==> src/rtl/axi_w_burst_shaper_if.sv <==
// Signal bundle around the W-burst shaper: upstream stream, AXI W port and burst-length FIFO.
// The "slave" modport is the shaper's view; "master" is the surrounding environment's view.
interface axi_w_burst_shaper_if #(
  parameter int DATA_WIDTH = 32
);
  localparam int STRB_WIDTH = DATA_WIDTH / 8;

  logic [DATA_WIDTH-1:0] s_axis_w_data;
  logic [STRB_WIDTH-1:0] s_axis_w_keep;
  logic                  s_axis_w_last;
  logic                  s_axis_w_valid;
  logic                  s_axis_w_ready;

  logic [DATA_WIDTH-1:0] m_axi_wdata;
  logic [STRB_WIDTH-1:0] m_axi_wstrb;
  logic                  m_axi_wlast;
  logic                  m_axi_wvalid;
  logic                  m_axi_wready;

  logic                  burst_len_fifo_ren;
  logic [7:0]            burst_len_fifo_dout;
  logic                  burst_len_fifo_empty_n;

  modport slave (
    input  s_axis_w_data, s_axis_w_keep, s_axis_w_last, s_axis_w_valid,
    output s_axis_w_ready,
    output m_axi_wdata, m_axi_wstrb, m_axi_wlast, m_axi_wvalid,
    input  m_axi_wready,
    output burst_len_fifo_ren,
    input  burst_len_fifo_dout, burst_len_fifo_empty_n
  );

  modport master (
    output s_axis_w_data, s_axis_w_keep, s_axis_w_last, s_axis_w_valid,
    input  s_axis_w_ready,
    input  m_axi_wdata, m_axi_wstrb, m_axi_wlast, m_axi_wvalid,
    output m_axi_wready,
    input  burst_len_fifo_ren,
    output burst_len_fifo_dout, burst_len_fifo_empty_n
  );
endinterface

==> src/rtl/axi_w_burst_shaper.sv <==
// Cuts an upstream data stream into AXI W bursts whose lengths come from a FWFT FIFO,
// with optional zero-strobe padding on early upstream last and an optional output skid slice.
module axi_w_burst_shaper #(
  parameter int DATA_WIDTH    = 32,
  parameter int EN_OUT_REG    = 0,
  parameter int PAD_EN        = 0,
  parameter int ERR_CNT_WIDTH = 16,
  parameter int SIM_DELAY     = 1
) (
  input  logic                     clk,
  input  logic                     rst,
  axi_w_burst_shaper_if.slave      bus,
  output logic                     burst_done,
  output logic                     pad_event,
  output logic [ERR_CNT_WIDTH-1:0] pad_cnt,
  output logic [1:0]               dbg_state
);
  localparam int STRB_WIDTH = DATA_WIDTH / 8;

  typedef enum logic [1:0] {
    IDLE = 2'd0,
    XFER = 2'd1,
    PAD  = 2'd2
  } state_t;

  state_t state;
  logic [7:0] len_r;
  logic [7:0] cnt;

  // Handshakes: a beat transfers on a rising clk edge where valid and ready are both high;
  // valid never waits on ready, and a presented beat holds steady until it transfers.
  logic                  core_valid;
  logic                  core_ready;
  logic                  core_fire;
  logic [DATA_WIDTH-1:0] core_data;
  logic [STRB_WIDTH-1:0] core_strb;
  logic                  core_last;
  logic                  s_ready;
  logic                  ren;

  always_comb begin
    core_valid = 1'b0;
    core_data  = '0;
    core_strb  = '0;
    core_last  = 1'b0;
    s_ready    = 1'b0;
    ren        = 1'b0;
    if (!rst) begin
      unique case (state)
        IDLE: ren = bus.burst_len_fifo_empty_n;
        XFER: begin
          core_valid = bus.s_axis_w_valid;
          core_data  = bus.s_axis_w_data;
          core_strb  = bus.s_axis_w_keep;
          core_last  = (cnt == len_r);
          s_ready    = core_ready;
        end
        PAD: begin
          core_valid = 1'b1;
          core_last  = (cnt == len_r);
        end
        default: ;
      endcase
    end
  end

  assign core_fire              = core_valid & core_ready;
  assign bus.s_axis_w_ready     = s_ready;
  assign bus.burst_len_fifo_ren = ren;
  assign dbg_state              = state;

  always_ff @(posedge clk) begin
    if (rst) begin
      state      <= IDLE;
      len_r      <= '0;
      cnt        <= '0;
      burst_done <= 1'b0;
      pad_event  <= 1'b0;
      pad_cnt    <= '0;
    end else begin
      burst_done <= 1'b0;
      pad_event  <= 1'b0;
      unique case (state)
        IDLE: begin
          if (ren) begin
            len_r <= bus.burst_len_fifo_dout;
            cnt   <= '0;
            state <= XFER;
          end
        end
        XFER, PAD: begin
          if (core_fire) begin
            cnt <= cnt + 8'd1;
            if (core_last) begin
              burst_done <= 1'b1;
              state      <= IDLE;
            end else if (state == XFER && PAD_EN != 0 && bus.s_axis_w_last) begin
              // Upstream ended before the burst did: fill the remainder with null beats.
              pad_event <= 1'b1;
              if (pad_cnt != '1) pad_cnt <= pad_cnt + ERR_CNT_WIDTH'(1);
              state <= PAD;
            end
          end
        end
        default: state <= IDLE;
      endcase
    end
  end

  if (EN_OUT_REG == 0) begin : g_pass
    assign core_ready       = bus.m_axi_wready;
    assign bus.m_axi_wvalid = core_valid;
    assign bus.m_axi_wdata  = core_data;
    assign bus.m_axi_wstrb  = core_strb;
    assign bus.m_axi_wlast  = core_last;
  end else begin : g_slice
    logic                  out_valid, skd_valid;
    logic [DATA_WIDTH-1:0] out_data, skd_data;
    logic [STRB_WIDTH-1:0] out_strb, skd_strb;
    logic                  out_last, skd_last;
    logic                  push, pop;

    // Ready depends only on the skid flop, so there is no combinational path from wready.
    assign core_ready = ~skd_valid & ~rst;
    assign push       = core_valid & core_ready;
    assign pop        = out_valid & bus.m_axi_wready;

    always_ff @(posedge clk) begin
      if (rst) begin
        out_valid <= 1'b0;
        out_data  <= '0;
        out_strb  <= '0;
        out_last  <= 1'b0;
        skd_valid <= 1'b0;
        skd_data  <= '0;
        skd_strb  <= '0;
        skd_last  <= 1'b0;
      end else if (pop || !out_valid) begin
        if (skd_valid) begin
          out_data  <= skd_data;
          out_strb  <= skd_strb;
          out_last  <= skd_last;
          out_valid <= 1'b1;
          skd_valid <= push;
          if (push) begin
            skd_data <= core_data;
            skd_strb <= core_strb;
            skd_last <= core_last;
          end
        end else if (push) begin
          out_data  <= core_data;
          out_strb  <= core_strb;
          out_last  <= core_last;
          out_valid <= 1'b1;
        end else begin
          out_valid <= 1'b0;
        end
      end else if (push) begin
        skd_data  <= core_data;
        skd_strb  <= core_strb;
        skd_last  <= core_last;
        skd_valid <= 1'b1;
      end
    end

    assign bus.m_axi_wvalid = out_valid;
    assign bus.m_axi_wdata  = out_data;
    assign bus.m_axi_wstrb  = out_strb;
    assign bus.m_axi_wlast  = out_last;
  end
endmodule

==> src/flat_wrapper.sv <==
// flat-port wrapper written by rule: the top's interface ports become plain ports
module axi_w_burst_shaper_flat 
#(
  parameter int DATA_WIDTH    = 32,
  parameter int EN_OUT_REG    = 0,
  parameter int PAD_EN        = 0,
  parameter int ERR_CNT_WIDTH = 16,
  parameter int SIM_DELAY     = 1
)
  (clk, rst, burst_done, pad_event, pad_cnt, dbg_state, bus_s_axis_w_data, bus_s_axis_w_keep, bus_s_axis_w_last, bus_s_axis_w_valid, bus_s_axis_w_ready, bus_m_axi_wdata, bus_m_axi_wstrb, bus_m_axi_wlast, bus_m_axi_wvalid, bus_m_axi_wready, bus_burst_len_fifo_ren, bus_burst_len_fifo_dout, bus_burst_len_fifo_empty_n);
  axi_w_burst_shaper_if #(.DATA_WIDTH(DATA_WIDTH)) bus_i ();
  input  logic clk;
  input  logic rst;
  output logic burst_done;
  output logic pad_event;
  output logic [ERR_CNT_WIDTH-1:0] pad_cnt;
  output logic [1:0] dbg_state;
  input wire logic [$bits(bus_i.s_axis_w_data)-1:0] bus_s_axis_w_data;
  input wire logic [$bits(bus_i.s_axis_w_keep)-1:0] bus_s_axis_w_keep;
  input wire logic [$bits(bus_i.s_axis_w_last)-1:0] bus_s_axis_w_last;
  input wire logic [$bits(bus_i.s_axis_w_valid)-1:0] bus_s_axis_w_valid;
  output wire logic [$bits(bus_i.s_axis_w_ready)-1:0] bus_s_axis_w_ready;
  output wire logic [$bits(bus_i.m_axi_wdata)-1:0] bus_m_axi_wdata;
  output wire logic [$bits(bus_i.m_axi_wstrb)-1:0] bus_m_axi_wstrb;
  output wire logic [$bits(bus_i.m_axi_wlast)-1:0] bus_m_axi_wlast;
  output wire logic [$bits(bus_i.m_axi_wvalid)-1:0] bus_m_axi_wvalid;
  input wire logic [$bits(bus_i.m_axi_wready)-1:0] bus_m_axi_wready;
  output wire logic [$bits(bus_i.burst_len_fifo_ren)-1:0] bus_burst_len_fifo_ren;
  input wire logic [$bits(bus_i.burst_len_fifo_dout)-1:0] bus_burst_len_fifo_dout;
  input wire logic [$bits(bus_i.burst_len_fifo_empty_n)-1:0] bus_burst_len_fifo_empty_n;
  assign bus_i.s_axis_w_data = bus_s_axis_w_data;
  assign bus_i.s_axis_w_keep = bus_s_axis_w_keep;
  assign bus_i.s_axis_w_last = bus_s_axis_w_last;
  assign bus_i.s_axis_w_valid = bus_s_axis_w_valid;
  assign bus_s_axis_w_ready = bus_i.s_axis_w_ready;
  assign bus_m_axi_wdata = bus_i.m_axi_wdata;
  assign bus_m_axi_wstrb = bus_i.m_axi_wstrb;
  assign bus_m_axi_wlast = bus_i.m_axi_wlast;
  assign bus_m_axi_wvalid = bus_i.m_axi_wvalid;
  assign bus_i.m_axi_wready = bus_m_axi_wready;
  assign bus_burst_len_fifo_ren = bus_i.burst_len_fifo_ren;
  assign bus_i.burst_len_fifo_dout = bus_burst_len_fifo_dout;
  assign bus_i.burst_len_fifo_empty_n = bus_burst_len_fifo_empty_n;
  axi_w_burst_shaper #(.DATA_WIDTH(DATA_WIDTH), .EN_OUT_REG(EN_OUT_REG), .PAD_EN(PAD_EN), .ERR_CNT_WIDTH(ERR_CNT_WIDTH), .SIM_DELAY(SIM_DELAY)) u_core (.clk(clk), .rst(rst), .bus(bus_i), .burst_done(burst_done), .pad_event(pad_event), .pad_cnt(pad_cnt), .dbg_state(dbg_state));
endmodule
==> config.mk <==
export PLATFORM = sky130hd
export DESIGN_NAME = axi_w_burst_shaper_flat
export DESIGN_NICKNAME = d
export VERILOG_FILES = /design/src/rtl/axi_w_burst_shaper_if.sv /design/src/rtl/axi_w_burst_shaper.sv /design/src/flat_wrapper.sv
export SDC_FILE = /design/constraint.sdc
export NUM_CORES = 1
export LEC_CHECK = 0
export ABC_AREA = 1
export CAP_MARGIN = 15
export CORE_MARGIN = 2
export CORE_UTILIZATION = 34
export CTS_CLUSTER_DIAMETER = 30
export DETAILED_ROUTE_END_ITERATION = 7
export GPL_TIMING_DRIVEN = 0
export MAX_ROUTING_LAYER = met4
export PLACE_DENSITY = 0.87
export REMOVE_ABC_BUFFERS = 1
export SLEW_MARGIN = 20
export SYNTH_ARGS = -nofsm -noshare
export SYNTH_HDL_FRONTEND = slang
export SYNTH_SLANG_ARGS = --single-unit
==> constraint.sdc <==
create_clock -name clk -period 1.6 [get_ports clk]
set_clock_uncertainty 0.2 [all_clocks]
set_input_delay 0.4 -clock clk [delete_from_list [all_inputs] [get_ports clk]]
set_output_delay 0.4 -clock clk [all_outputs]
set_load 0.005 [all_outputs]
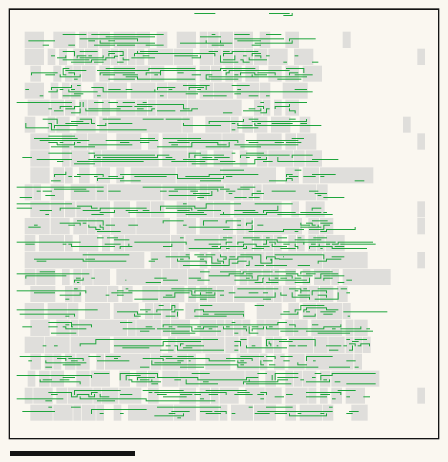
**Above:** signal wires on met1.
The bar under the picture is 20 um long.
share of all routed wire: 34%
nets with wire on the layer: 382
longest straight run: 33.6 um
main direction: horizontal
wire length on this layer: 2390 um

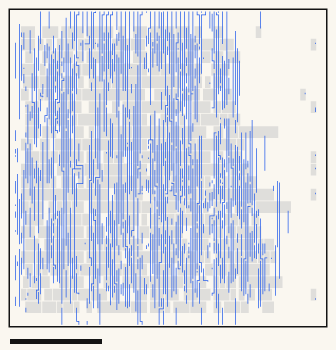
**Above:** the metal 2 layer.
The bar under the picture is 20 um long.
main direction: vertical
longest straight run: 35.0 um
wire length on this layer: 3930 um
share of all routed wire: 55%
nets with wire on the layer: 395

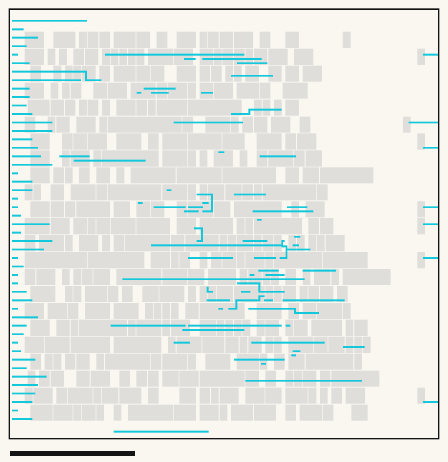
**Above:** the metal 3 layer.
The bar under the picture is 20 um long.
share of all routed wire: 7.5%
wire length on this layer: 534 um

==> summary.txt <==
status: finished with violations
failing checks: setup timing
FP Rows: 23
Max Cap Viol: 0
CP Launch Point: u_core.dbg_state[0]
# nets final: 433
CP Buf/Inv Count: 2
WL/cell: 16.6 um
Clock Path Buffers: 2
initial antenna violation count: 0
via/cell ratio: 5.13
CP Data Arrival Time: 1.44 ns
Metal-1 WL: 2.39 mm
vias: 2204
DR top layer: met4
worst-path cell chain: buf_12 > nand2_4 > nor2_1 > nand3b_1 > nor2_4 > buf_2
Die Ht: 68.7 um
P_int: 0.942 mW
worst setup margin: -0.442 ns
cell family with most CP delay: simple AND/OR/NAND/NOR gates
Flops after synth: 18
final tally of setup violations: 53
DRT Wirelength: 7.14 mm
Fmax achieved: 0.490 GHz
layout overhead on the synthesized area: 104%
end point of the critical path: bus_m_axi_wlast
switching fraction of total power: 32.7%
WHS: 0.272 ns
==> through the flow <==
stage | instances | TNS (ns) | worst slack [ns] | utilization, %
2_1_floorplan | 242 | -12.82 | -0.538 | -
3_3_place_gp | 382 | -86.82 | -2.15 | 56.4
3_5_place_dp | 382 | -34.10 | -1.15 | 56.3
4_1_cts | 424 | -6.26 | -0.345 | 64.5
5_1_grt | 430 | -12.98 | -0.460 | 72.0
6_report | 430 | -10.55 | -0.442 | 72.0
==> power by group through the flow <==
stage               Sequential, mW  Combinational [mW]  Clock (mW)
finish                       0.476               0.590       0.333
global route                 0.477               0.627       0.351
CTS                          0.473               0.447       0.316
detailed placement           0.504               0.327           0
global placement             0.503               0.323           0
floorplan                    0.496               0.119           0
==> cells in the mapped netlist <==
master	n	share of area, %
inv_2	3	0.79
buf_2	5	1.8
dfxtp_1	18	25
o21ai_1	1	0.35
nand3_2	1	0.70
nand2_1	76	20
inv_1	24	6.3
nand3b_1	1	0.53
nand4_2	1	0.88
and3_1	1	0.44
ha_1	1	0.88
a21oi_1	15	5.3
nor2_1	54	14
o21ai_0	10	3.5
nand4_1	2	0.88
nor3_1	2	0.70
clkbuf_1	5	1.3
nor2_2	1	0.44
nand2_4	1	0.79
xor2_1	3	1.8
nand2_2	1	0.44
nand3_1	8	2.8
conb_1	1	0.26
buf_4	18	9.5
==> what timing repair did <==
item,CTS,global route
gates resized,252,95
pin swaps,63,64
endpoints found under the hold margin,0,0
cloned,2,2
setup buffers,42,15
setup endpoints to repair,60,53
==> kinds of logic after synthesis <==
| family | count (synthesis) | share of synthesized area (%) |
|---|---|---|
| compound gates | 26 | 9.14 |
| xor+xnor | 3 | 1.85 |
| fa+ha+maj | 1 | 0.879 |
| buf+inv | 55 | 19.7 |
| flops | 18 | 25.3 |
| other cells | 1 | 0.263 |
| simple gates | 149 | 42.9 |
==> how the worst min path moves through the flow <==
stage | end | slack [ns]
6_report | u_core.len_r[6] | 0.27
5_1_grt | u_core.cnt[5] | 0.30
4_1_cts | u_core.len_r[3] | 0.27
3_5_place_dp | u_core.len_r[1] | 0.27
3_3_place_gp | u_core.len_r[1] | 0.26
2_1_floorplan | u_core.len_r[1] | 0.24
==> layout make-up <==
cell class / instances / area (sq um)
repair buffers: 135 / 1200
flip-flops and latches: 18 / 388
multi-input cells: 197 / 1090
clock buffers: 3 / 41.3
fillers: 276 / 1130
well taps: 50 / 62.6
inverters: 27 / 114
==> sequential cells by signal (all words and copies together), names as in the netlist <==
register / flops
u_core.cnt: 8
u_core.dbg_state: 1
u_core.burst_done: 1
u_core.len_r: 8
==> worst min-delay path, cell delays in order, from the launching register on <==
cell     delay [ns]
dfxtp_2        0.33
inv_2          0.06
a21oi_1        0.05
==> layer usage <==
layer,global-route usage [%],vias up
li1,-,996
met1,27.8,1025
met2,44.5,148
met3,4.38,35
met4,4.90,0
met5,-,-
No activity file was given, so power comes from the tool's default toggle rates.
